$ cat src/rtl/store_buffer.sv
// ---------------------------------------------------------------------------
// store_buffer
//
// Write-side companion to the LW read path in the memory stage. SW stores
// from execute are queued in a small circular FIFO and drained to the
// 64-word data memory one word per handshake. A combinational lookup
// forwards the youngest queued store data to an in-flight LW, so loads
// never see stale memory behind a pending store.
//
// Ports:
//   mem_clk_x70      clock, rising edge
//   mem_rst_x70      asynchronous active-high reset
//   st_valid_x70     store request from execute
//   st_addr_x70      byte address of the store (word index = addr[7:2])
//   st_data_x70      store data
//   st_ready_x70     buffer can accept a store this cycle
//   misalign_x70     one-cycle pulse after accepting a store with addr[1:0] != 0
//   mem_wr_en_x70    write request to data memory
//   mem_wr_word_x70  word index of the entry being written
//   mem_wr_data_x70  data of the entry being written
//   mem_wr_ack_x70   memory accepted the current write
//   ld_addr_x70      byte address of an in-flight LW
//   ld_hit_x70       some queued entry matches ld_addr_x70[7:2]
//   ld_data_x70      data of the youngest matching entry, 0 on no hit
//   empty_x70        nothing queued and no write outstanding
// ---------------------------------------------------------------------------
module store_buffer #(
    parameter int DEPTH = 4,
    parameter int PTR_W = 2
) (
    input  logic        mem_clk_x70,
    input  logic        mem_rst_x70,
    input  logic        st_valid_x70,
    input  logic [7:0]  st_addr_x70,
    input  logic [31:0] st_data_x70,
    output logic        st_ready_x70,
    output logic        misalign_x70,
    output logic        mem_wr_en_x70,
    output logic [5:0]  mem_wr_word_x70,
    output logic [31:0] mem_wr_data_x70,
    input  logic        mem_wr_ack_x70,
    input  logic [7:0]  ld_addr_x70,
    output logic        ld_hit_x70,
    output logic [31:0] ld_data_x70,
    output logic        empty_x70
);

    typedef enum logic {
        IDLE  = 1'b0,
        WRITE = 1'b1
    } state_t;

    localparam logic [PTR_W:0] CNT_FULL = DEPTH[PTR_W:0];
    localparam logic [PTR_W:0] CNT_ZERO = '0;
    localparam logic [PTR_W:0] CNT_ONE  = (PTR_W+1)'(1);

    state_t state, state_next;

    logic [5:0]       word_q [DEPTH];
    logic [31:0]      data_q [DEPTH];
    logic [PTR_W-1:0] head, tail;
    logic [PTR_W:0]   count;

    logic             push, pop;
    logic             load;
    logic [PTR_W-1:0] load_idx;
    logic [PTR_W-1:0] fwd_idx;

    // The load address byte offset plays no part in a word-granular lookup.
    logic unused_ld_offset;
    assign unused_ld_offset = ^ld_addr_x70[1:0];

    // Ready looks only at registered count, so a full buffer refuses a
    // store even when a pop lands in the same cycle.
    assign st_ready_x70  = (count != CNT_FULL);
    assign push          = st_valid_x70 && st_ready_x70;
    assign pop           = (state == WRITE) && mem_wr_ack_x70;
    assign mem_wr_en_x70 = (state == WRITE);
    assign empty_x70     = (count == CNT_ZERO) && (state == IDLE);

    // Entry storage. Contents are meaningless outside the head..tail window,
    // so the array needs no reset.
    always_ff @(posedge mem_clk_x70) begin
        if (push) begin
            word_q[tail] <= st_addr_x70[7:2];
            data_q[tail] <= st_data_x70;
        end
    end

    // Pointers, occupancy and the misalign pulse.
    always_ff @(posedge mem_clk_x70 or posedge mem_rst_x70) begin
        if (mem_rst_x70) begin
            head         <= '0;
            tail         <= '0;
            count        <= '0;
            misalign_x70 <= 1'b0;
        end else begin
            if (push) begin
                tail <= tail + PTR_W'(1);
            end
            if (pop) begin
                head <= head + PTR_W'(1);
            end
            case ({push, pop})
                2'b10:   count <= count + CNT_ONE;
                2'b01:   count <= count - CNT_ONE;
                default: count <= count;
            endcase
            misalign_x70 <= push && (st_addr_x70[1:0] != 2'b00);
        end
    end

    // Drain FSM state register.
    always_ff @(posedge mem_clk_x70 or posedge mem_rst_x70) begin
        if (mem_rst_x70) begin
            state <= IDLE;
        end else begin
            state <= state_next;
        end
    end

    // Drain FSM next state. In WRITE an ack with more entries behind the
    // head preloads head+1 so consecutive writes run without a bubble.
    // The head entry stays counted until its ack, so count >= 1 in WRITE.
    always_comb begin
        state_next = state;
        load       = 1'b0;
        load_idx   = head;
        case (state)
            IDLE: begin
                if (count != CNT_ZERO) begin
                    load       = 1'b1;
                    load_idx   = head;
                    state_next = WRITE;
                end
            end
            WRITE: begin
                if (mem_wr_ack_x70) begin
                    if (count != CNT_ONE) begin
                        load     = 1'b1;
                        load_idx = head + PTR_W'(1);
                    end else begin
                        state_next = IDLE;
                    end
                end
            end
            default: state_next = IDLE;
        endcase
    end

    // Write port registers, held stable between loads.
    always_ff @(posedge mem_clk_x70 or posedge mem_rst_x70) begin
        if (mem_rst_x70) begin
            mem_wr_word_x70 <= '0;
            mem_wr_data_x70 <= '0;
        end else if (load) begin
            mem_wr_word_x70 <= word_q[load_idx];
            mem_wr_data_x70 <= data_q[load_idx];
        end
    end

    // Forwarding lookup. Entries are scanned oldest to youngest so the last
    // match wins. A store accepted this cycle is not yet in count and
    // therefore stays invisible until the next cycle.
    always_comb begin
        ld_hit_x70  = 1'b0;
        ld_data_x70 = '0;
        fwd_idx     = head;
        for (int i = 0; i < DEPTH; i++) begin
            fwd_idx = head + PTR_W'(i);
            if ((i < int'(count)) && (word_q[fwd_idx] == ld_addr_x70[7:2])) begin
                ld_hit_x70  = 1'b1;
                ld_data_x70 = data_q[fwd_idx];
            end
        end
    end

endmodule

$ cat config.mk
export PLATFORM = sky130hd
export DESIGN_NAME = store_buffer
export DESIGN_NICKNAME = d
export VERILOG_FILES = /design/src/rtl/store_buffer.sv
export SDC_FILE = /design/constraint.sdc
export NUM_CORES = 1
export LEC_CHECK = 0
export CORE_MARGIN = 8
export CORE_UTILIZATION = 45
export DETAILED_ROUTE_END_ITERATION = 8
export PLACE_DENSITY = 0.67
export SLEW_MARGIN = 20
export SYNTH_ARGS = -nofsm -noshare
export SYNTH_HDL_FRONTEND = slang
export SYNTH_SLANG_ARGS = --single-unit
$ cat constraint.sdc
create_clock -name mem_clk_x70 -period 3.2 [get_ports mem_clk_x70]
set_input_delay 0.64 -clock mem_clk_x70 [delete_from_list [all_inputs] [get_ports mem_clk_x70]]
set_output_delay 0.64 -clock mem_clk_x70 [all_outputs]
set_load 0.03 [all_outputs]
==> reports/results.md, run 1 <==
| Step | Result | Value |
| --- | --- | --- |
| timing | Highest Clock Rate | 259 MHz |
| detailed routing | Wire length on met2 | 17.0 mm |
| clock tree | Worst skew pair latency | 440 ps |
| timing | Worst hold margin | 506 ps |
| detailed routing | Highest routing layer actually used | met4 |
| detailed routing | Detailed-routing iteration count for the pre-antenna-repair pass | 5 |
| timing | Final worst path period need | 3860 ps |
| die | Core Footprint | 27000 um2 |
| yosys | Net count of the mapped netlist | 1039 |
| yosys | Number of unique standard cell types used by synthesis | 52 |
| worst hold path | Number of cells on the worst hold path | 1 |
| worst hold path | Min-Delay Endpoint | mem_wr_data_x70[9]$_DFFE_PP0P_ |
| die | Floorplan Utilization | 45.7% |
| placement | Minimum setup slack after placement | -646 ps |
| flow run | Number of max-cap violations | 0 |
| worst setup path | Worst setup path startpoint | head[0]$_DFFE_PP0P_ |
| yosys | Area of the mapped netlist | 12300 um2 |
| grt | GRT overflow | 0 |
| placement | Detailed placement HPWL | 21.9 mm |
| layout | Sequential cell area | 5750 um2 |
| timing | Final Max-Slew Violation Tally | 0 |
| worst setup path | Setup crit end kind | output pin |
| worst setup path | Biggest cell delay along the critical path | 520 ps |
| worst setup path | Maximum fanout along the worst path | 5 |
| layout | Fill cell total of the finished layout | 2080 |
| yosys | Fraction of registers with async set/reset | 23.6% |
| run status | Violated checks | setup timing |
| timing | Number of setup violations in the final report | 33 |
| yosys | Share of the synthesized netlist area taken by xor and xnor gates | 2.49% |
| yosys | Syn Inst Count | 978 |
| yosys | Number of register bits inferred by synthesis | 199 |
| clock tree | CTS tree | built |
| pwr | Pwr dens | 1000 nW/um2 |
| detailed routing | Detailed router's first-iteration violation count | 715 |
| clock tree | Number of clock sinks seen by CTS | 199 |
| yosys | Area fraction in full adders, half adders and majority gates | 0.913% |
| yosys | Post-synth seq share | 46.6% |
| grt | Via count of the first global-routing pass | 9516 |
| worst setup path | Arrival @ worst endpoint | 3220 ps |
| yosys | Synthesized area per cell | 12.6 um2 |
| worst setup path | Library cell appearing most often on the critical path | buf_12 |
| worst hold path | Kind of path behind the tightest hold check | reg2reg |
| yosys | Top-area cell share | 37.0% |
| detailed routing | Wire length on met3 | 1.77 mm |
| worst setup path | Capture instance of the worst register-to-register path | mem_wr_data_x70[31]$_DFFE_PP0P_ |
| placement | Total placed instance area | 14800 um2 |
| worst setup path | Critical path's top delay family | simple AND/OR/NAND/NOR gates |
| yosys | Most area-consuming cells after synthesis | edfxtp_1, mux4_2, dfrtp_1, mux2i_1, mux2_2 |
| detailed routing | Routed vias | 9276 |
| worst setup path | Critical Path, Cell by Cell | buf_12 -> buf_4 -> mux4_2 -> xor2_2 -> nor2_4 -> nand2_2 -> or2_4 -> buf_12 -> a311o_1 -> a22oi_2 -> buf_12 |
| yosys | Post-synth tally of flip-flops with integrated enable | 152 |
| worst setup path | Register-to-register path setup slack | 350 ps |
| worst setup path | Critical path launch point type | flip-flop |
| detailed routing | Post-DRT Antenna Nets | 0 |
| timing | Max transition margin | 37.6% |
| timing | Worst-Margin Slew | 935 ps |
| yosys | Post-synthesis simple-gate area fraction | 7.45% |
| placement | Number of buffer cells added on primary ports | 124 |
| clock tree | Number of clock buffers inserted by TritonCTS | 17 |
| placement | Global placer's final weighted congestion | 0.853 |
| worst setup path | Critical path class | reg2out |
| layout | Area of all placed cells without fillers | 16100 um2 |
| yosys | Total cell area reported by yosys after synthesis | 12300 um2 |
| grt | All-layer global routing usage | 20.8% |
| yosys | Most frequent cell after synthesis | edfxtp_1 |
| worst setup path | Cells on worst reg2reg path | 9 |
| clock tree | H-tree lvl count | 4 |
| grt | Largest net degree at the start of global routing | 149 |
| clock tree | Deepest clock path buffer count | 2 |
| layout | Final layout net count | 1192 |
| timing | Unrepaired setup endpoints after global routing | true |
| timing | Setup clock skew after layout | 16.1 ps |
| detailed routing | Ratio of routed vias to standard cells | 6.24 |
| pwr | IR Drop Worst-Case VDD | 0.774 mV |
| timing | Count of final hold-check violations | 0 |
| yosys | Main combinational cell family by area after synthesis | multiplexers |
| die | Boundary pin count | 127 |
| worst setup path | Reg2reg start | head[0]$_DFFE_PP0P_ |
| flow run | Stage-log warning count | 39 |
| grt | Number of antenna violations at the first check in global routing | 1 |
| detailed routing | Mean routed wirelength per cell | 23.6 um |
| layout | Area of the multi-input gates | 6680 um2 |
| run status | Result of the run | finished with violations |
| die | DIE AREA | 33000 um2 |
| clock tree | Clock transition at the registers of the reported paths | 80 ps |
| worst hold path | Launch instance of the worst min-delay path | mem_wr_data_x70[9]$_DFFE_PP0P_ |
| clock tree | Root buffer cell | clkbuf_16 |
| worst setup path | Buf/Inv on CP | 4 |
| layout | Synthesis-to-layout area growth | 30.3% |
| yosys | Most area-hungry cell type in the Yosys netlist | edfxtp_1 |
| die | Vertical die dimension | 182 um |
| timing | Minimum setup slack in the final design | -661 ps |
| detailed routing | Post-detailed-routing wire length | 35.0 mm |
| yosys | List of most frequent post-synthesis cells | edfxtp_1, mux2i_1, mux2_2, mux4_2, clkbuf_1 |
| yosys | Prevailing post-synth register cell | edfxtp_1 |
| worst setup path | WP data required | 2560 ps |
| die | Die extent in x | 182 um |
==> run 1: flip-flops by register name (all words and copies together), names as in the netlist <==
signal	count
count	3
data_q	128
head	2
mem_wr_data_x70	32
mem_wr_en_x70	1
mem_wr_word_x70	6
misalign_x70	1
tail	2
word_q	24
==> run 1: metal layers <==
layer	vias to the layer above	GRT usage, %
met5	-	0
met4	0	7.71
met3	64	2.83
met2	327	34.7
met1	4694	27.2
li1	4191	-
==> run 1: what timing repair did <==
action,CTS,global route
cloned,2,4
resized,73,40
pin swaps,12,17
endpoints found under the setup margin,33,33
setup buffers,8,3
==> run 1: final cells by class <==
class | count | area share (%)
multi-input combinational | 672 | 41.6
inverter | 11 | 0.257
tap | 341 | 2.66
sequential | 199 | 35.8
clock buffer | 17 | 2.65
clock inverter | 15 | 1.02
timing repair buffer | 230 | 16.0
antenna | 1 | 0.0156
==> run 1: stage by stage <==
stage	TNS (ps)	total power, W	instances
after floorplan	-230	0.0104	978
after global placement	-18440	0.0133	1438
after detailed placement	-18980	0.0134	1438
after CTS	-17960	0.0160	1479
after global routing	-22760	0.0169	1486
final	-19860	0.0161	1486
==> run 1: worst reg2reg max path, delay by kind of cell, from the launching register on <==
family	cells	cell delay, ps
xor+xnor	1	170
simple gates	2	420
buf+inv	4	990
mux	2	680
flops	1	470
==> run 1: cell families after synthesis <==
group / count (synthesis)
flip-flops: 199
AND-OR/OR-AND: 225
adder cells (fa/ha/maj): 9
multiplexers: 231
XOR/XNOR: 35
AND/OR/NAND/NOR: 170
buffers and inverters: 109
==> run 1: placed cells by master, fill, tap and decap left out, drive strengths merged, types with 4 or more instances in the layout <==
cell type | Yosys | final
nand2 | 32 | 32
ha | 9 | 9
and3 | 4 | 4
a211oi | 38 | 38
nor2b | 14 | 14
nand3 | 32 | 32
mux2 | 79 | 79
o21ai | 31 | 31
clkbuf | 52 | 21
buf | 46 | 135
edfxtp | 152 | 152
dfrtp | 47 | 47
nor3 | 15 | 15
inv | 11 | 18
a311o | 19 | 19
o311ai | 4 | 4
a21oi | 13 | 13
nor2 | 8 | 8
or3 | 4 | 4
mux4 | 55 | 55
nand2b | 25 | 25
a2111oi | 6 | 6
and2 | 28 | 30
clkdlybuf4s50 | 0 | 90
a31oi | 25 | 25
xnor2 | 24 | 24
xor2 | 11 | 11
mux2i | 97 | 97
o31ai | 8 | 8
a22oi | 30 | 30
clkinv | 0 | 7
o31a | 21 | 21
a31o | 18 | 18
==> run 1: worst max path at each step <==
stage,endpoint,cells after the start,slack (ps)
floorplan,ld_data_x70[29],12,-30
global placement,ld_data_x70[4],9,-640
detailed placement,ld_data_x70[4],9,-650
CTS,ld_data_x70[4],10,-630
global route,ld_data_x70[2],11,-740
finish,ld_data_x70[4],11,-660
==> run 1: power by group <==
group	switching, W	internal, W	leakage, nW
sequential	0.000440	0.00356	1.94
combinational	0.00517	0.00474	3.52
clock	0.00108	0.00111	0.294
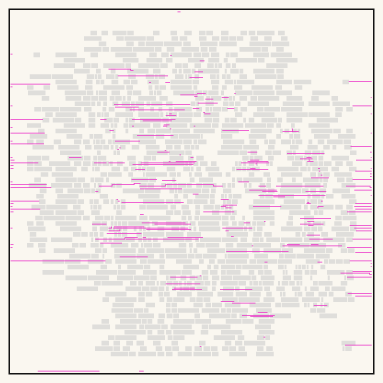
Fig. 1. M3 wires (run 1).
(2 px per um)
wire length on this layer = 1770 um
main direction = horizontal
nets with wire on the layer = 138
share of all routed wire = 5.1%

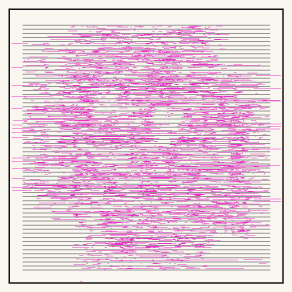
Fig. 2. Metal 1 (run 1).
(1.5 px per um) Supply wires on this layer in gray.
longest straight run = 49.2 um
nets with wire on the layer = 1093

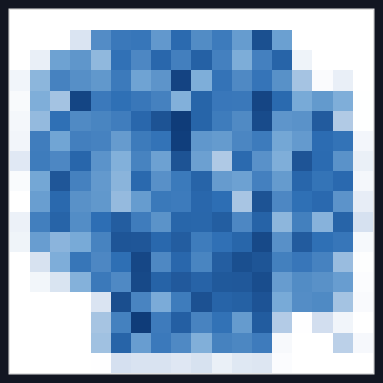
Fig. 3. Placement density heat map (run 1).
(2 px per um) 18 x 18 tiles, from white (low) to dark blue (high), 0 to 100% covered.
nearly empty tiles = 19%
emptiest ninth of the die = south-west
mean over tiles = 47%
tiles over 75% full = 21%
fullest tile = 95%

--- run 2 (diff from run 1) ---
Settings changed: ABC_AREA set to 1.
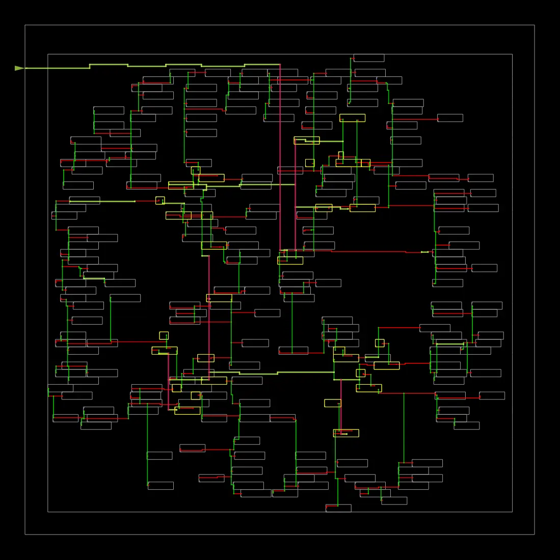
Fig. 4. Clock nets (run 2).
sequential cell count: 199
CLK BUF: 17
number of clock buffers inserted by TritonCTS: 17
P_clk: 0.00217 W
setup clock skew after layout: 12.7 ps

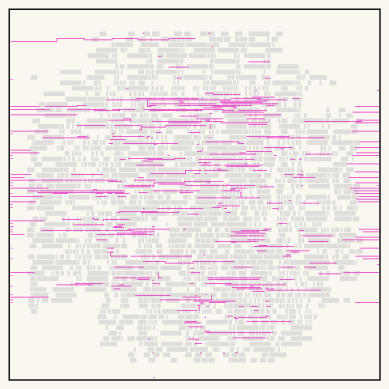
Fig. 5. M3 wires (run 2).
(2 px per um)
main direction = horizontal
wire length on this layer = 3420 um
longest straight run = 52.7 um
share of all routed wire = 8.1%
nets with wire on the layer = 209

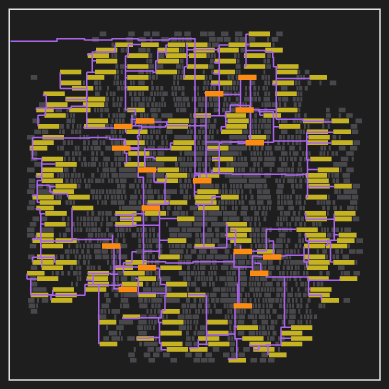
Fig. 6. Routed clock nets over the placement (run 2).
(2 px per um)
cells driving clock nets -> orange  # count 17
clock wires -> purple  # length 2620 um
flip-flops -> yellow  # count 199
flops lie = widely spread

==> reports/results.md, run 2 <==
| Step | Result | Value | Change |
| --- | --- | --- | --- |
| run status | Result of the run | finished with violations | unchanged |
| run status | Violated checks | setup timing | unchanged |
| layout | Most instantiated logic cell after routing | nand2_1 | was edfxtp_1 |
| worst hold path | Number of cells on the worst hold path | 2 | was 1 |
| placement | Number of placed instances, taps included | 2106 | was 1438 |
| detailed routing | Ratio of routed vias to standard cells | 5.72 | was 6.24 |
| timing | Worst hold margin | 532 ps | was 506 ps |
| placement | Detailed placement HPWL | 24.2 mm | was 21.9 mm |
| yosys | Most area-hungry cell type in the Yosys netlist | edfxtp_1 | unchanged |
| yosys | Total cell area reported by yosys after synthesis | 12800 um2 | was 12300 um2 |
| detailed routing | Post-DRT Antenna Nets | 0 | unchanged |
| detailed routing | Routed vias | 12500 | was 9276 |
| grt | Wire length of the first global-routing pass | 60.6 mm | was 54.1 mm |
| yosys | Most area-consuming cells after synthesis | edfxtp_1, nand2_1, o21ai_0, dfrtp_1, nand3_1 | was edfxtp_1, mux4_2, dfrtp_1, mux2i_1, mux2_2 |
| flow run | Number of max-cap violations | 0 | unchanged |
| detailed routing | Detailed-routing iteration count for the pre-antenna-repair pass | 5 | unchanged |
| yosys | Number of unique standard cell types used by synthesis | 31 | was 52 |
| layout | Number of flip-flops in the largest register | 128 | unchanged |
| yosys | Count of instantiated cells in the yosys netlist | 1665 | was 978 |
| die | Core Footprint | 27900 um2 | was 27000 um2 |
| layout | Biggest register | data_q | unchanged |
| grt | All-layer global routing usage | 22.6% | was 20.8% |
| timing | Count of final hold-check violations | 0 | unchanged |
| clock tree | Worst skew pair latency | 450 ps | was 440 ps |
| placement | Global placer's final weighted congestion | 0.872 | was 0.853 |
| timing | Minimum setup slack in the final design | -270 ps | was -661 ps |
| die | Boundary pin count | 127 | unchanged |
| grt | Via count of the first global-routing pass | 11500 | was 9516 |
| worst hold path | Kind of path behind the tightest hold check | reg2reg | unchanged |
| worst setup path | Maximum fanout along the worst path | 16 | was 5 |
| die | Number of cell rows | 61 | was 60 |
| yosys | Post-synth seq share | 44.8% | was 46.6% |
| timing | Worst-Margin Slew | 778 ps | was 935 ps |
| yosys | Area of the mapped netlist | 12800 um2 | was 12300 um2 |
| worst setup path | Reg2reg start | head[0]$_DFFE_PP0P_ | unchanged |
| detailed routing | Mean routed wirelength per cell | 19.3 um | was 23.6 um |
| layout | Fill cell total of the finished layout | 2369 | was 2080 |
| clock tree | H-tree lvl count | 4 | unchanged |
| yosys | Synthesized area per cell | 7.69 um2 | was 12.6 um2 |
| worst setup path | Capture instance of the worst register-to-register path | mem_wr_word_x70[1]$_DFFE_PP0P_ | was mem_wr_data_x70[31]$_DFFE_PP0P_ |
| die | Floorplan Utilization | 45.8% | was 45.7% |
| die | Vertical die dimension | 185 um | was 182 um |
| timing | Final Cycle Share | 108% | was 121% |
| placement | Minimum setup slack after placement | -159 ps | was -646 ps |
| worst hold path | Launch instance of the worst min-delay path | count[1]$_DFFE_PP0P_ | was mem_wr_data_x70[9]$_DFFE_PP0P_ |
| pwr | Total Power Consumption | 0.0184 W | was 0.0161 W |
| worst hold path | Min-Delay Endpoint | count[1]$_DFFE_PP0P_ | was mem_wr_data_x70[9]$_DFFE_PP0P_ |
| clock tree | CTS tree | built | unchanged |
| clock tree | Clock transition at the registers of the reported paths | 80 ps | about the same |
| yosys | Post-synth tally of flip-flops with integrated enable | 152 | unchanged |
| timing | Final Max-Slew Violation Tally | 0 | unchanged |
| yosys | Prevailing post-synth register cell | edfxtp_1 | unchanged |
| yosys | Most frequent cell after synthesis | nand2_1 | was edfxtp_1 |
| yosys | Yosys Warn Count | 0 | unchanged |
| worst setup path | Critical path launch point type | flip-flop | unchanged |
| pwr | Pwr dens | 1100 nW/um2 | was 1000 nW/um2 |
| timing | Unrepaired setup endpoints after global routing | true | unchanged |
| timing | Max transition margin | 48.0% | was 37.6% |
| placement | Number of buffer cells added on primary ports | 124 | unchanged |
| detailed routing | Residual DRC | 0 | unchanged |
| detailed routing | Detailed router's first-iteration violation count | 1532 | was 715 |
| layout | Cell Count, Final, Fillers Out | 2180 | was 1486 |
| worst setup path | Cells on worst reg2reg path | 10 | was 9 |
| grt | Largest net degree at the start of global routing | 131 | was 149 |
| worst setup path | WP data required | 2560 ps | about the same |
| timing | Number of setup violations in the final report | 33 | unchanged |
| flow run | Stage-log warning count | 43 | was 39 |
| layout | Synthesis-to-layout area growth | 30.8% | was 30.3% |
| yosys | Syn Inst Count | 1665 | was 978 |
| layout | Largest registers | data_q x128, mem_wr_data_x70 x32, word_q x24 | unchanged |
| layout | Share of final-layout standard cells stronger than drive strength 1 | 17.1% | was 37.4% |
| clock tree | Number of clock sinks seen by CTS | 199 | unchanged |
| timing | Highest Clock Rate | 288 MHz | was 259 MHz |
| yosys | Fraction of registers with async set/reset | 23.6% | unchanged |
| yosys | Net count of the mapped netlist | 1726 | was 1039 |
| die | Die extent in x | 185 um | was 182 um |
| layout | Area of the multi-input gates | 6580 um2 | was 6680 um2 |
| yosys | List of most frequent post-synthesis cells | nand2_1, o21ai_0, nand3_1, edfxtp_1, inv_1 | was edfxtp_1, mux2i_1, mux2_2, mux4_2, clkbuf_1 |
| clock tree | Root buffer cell | clkbuf_16 | unchanged |
| pwr | IR Drop Worst-Case VDD | 0.856 mV | was 0.774 mV |
| worst setup path | Critical path class | reg2out | unchanged |
| clock tree | CTS Hold Buffers Added | 0 | unchanged |
| worst setup path | Arrival @ worst endpoint | 2830 ps | was 3220 ps |
| worst setup path | Setup crit end kind | output pin | unchanged |
| timing | Final worst path period need | 3470 ps | was 3860 ps |
| layout | Most frequent logic cells in the routed design | nand2_1, o21ai_0, edfxtp_1 | was edfxtp_1, mux2i_1, clkdlybuf4s50_1 |
| placement | Total placed instance area | 14700 um2 | was 14800 um2 |
| layout | Sequential cell area | 5750 um2 | about the same |
| yosys | Number of register bits inferred by synthesis | 199 | unchanged |
| die | DIE AREA | 34100 um2 | was 33000 um2 |
| grt | Number of antenna violations at the first check in global routing | 2 | was 1 |
| layout | Area of all placed cells without fillers | 16700 um2 | was 16100 um2 |
| yosys | Top-area cell share | 35.7% | was 37.0% |
| layout | Final layout net count | 1849 | was 1192 |
| grt | GRT overflow | 0 | unchanged |
| worst setup path | Register-to-register path setup slack | 640 ps | was 350 ps |
| detailed routing | Post-detailed-routing wire length | 42.1 mm | was 35.0 mm |
| clock tree | Deepest clock path buffer count | 2 | unchanged |
| pwr | Standby leakage power | 7.03 nW | was 5.75 nW |
==> run 2: netlist changes by cell type after synthesis, sizes merged, moves of 33 or more <==
cell	previous run	this run
nand2	32	454
o21ai	31	247
nand3	32	176
inv	11	141
nor2	8	90
mux2	79	0
a21oi	13	70
mux4	55	0
a211oi	38	0
o211ai	3	39
mux2i	97	64
==> run 2: repair_timing <==
item                                    4_1_cts  5_1_grt
endpoints found under the setup margin       33       33
pin swaps                                     6       35
cloned                                        5       19
setup buffers                                 6       11
resized                                      83      105
==> run 2: worst max-delay path, stage by stage (launching register included) <==
cell     delay [ps]
dfrtp_4         560
buf_12          180
nand2_4          90
nand2_4         100
nand2_1         110
nand2_1          60
nand2_1          60
nand4_1         110
nor2_2          190
nand2_4         180
buf_6           180
buf_16          140
nor2_2           80
a21oi_1          50
buf_4           150
buf_12          130
==> run 2: kinds of logic after synthesis <==
| kind of cell | synth area share, % |
|---|---|
| buf+inv | 8.70 |
| xor+xnor | 0.411 |
| mux | 5.00 |
| flops | 44.8 |
| simple gates | 23.4 |
| fa+ha+maj | 0.880 |
| compound gates | 16.8 |
==> run 2: worst max path at each step <==
stage | start | end | slack [ps] | cells past startpoint
6_report | head[0]$_DFFE_PP0P_ | ld_data_x70[1] | -270 | 15
5_1_grt | head[0]$_DFFE_PP0P_ | ld_data_x70[31] | -360 | 16
4_1_cts | head[0]$_DFFE_PP0P_ | ld_data_x70[1] | -180 | 18
3_5_place_dp | ld_addr_x70[7] | ld_data_x70[2] | -160 | 13
3_3_place_gp | ld_addr_x70[7] | ld_data_x70[2] | -170 | 13
2_1_floorplan | count[0]$_DFFE_PP0P_ | data_q[0][0]$_DFFE_PP_ | -50 | 5
==> run 2: where the power goes <==
part | internal, W | switching [W]
Combinational | 0.00457 | 0.00770
Clock | 0.00105 | 0.00112
Sequential | 0.00354 | 0.000405
==> run 2: cell type report <==
type,count,area share [%]
multi-input combinational,1205,39.3
sequential,199,34.3
antenna,1,0.0149
timing repair buffer,224,16.8
inverter,141,3.24
tap,378,2.83
clock buffer,17,2.54
clock inverter,15,0.927
==> run 2: per-layer routing <==
metal	up-vias	wire (um)	GRT usage [%]
met4	2	1270	8.23
met5	-	8	0
li1	5925	-	-
met1	5866	17900	29.1
met2	560	19500	37.7
met3	107	3420	3.80
==> run 2: through the flow <==
stage / TNS (ps) / util, %
5_1_grt: -10260 / 59.9
6_report: -7320 / 59.9
3_5_place_dp: -1960 / 52.7
4_1_cts: -4340 / 56.5
3_3_place_gp: -1940 / 52.7
2_1_floorplan: -6850 / -
Power figures rest on the tool's default switching activity, not on a simulated workload.
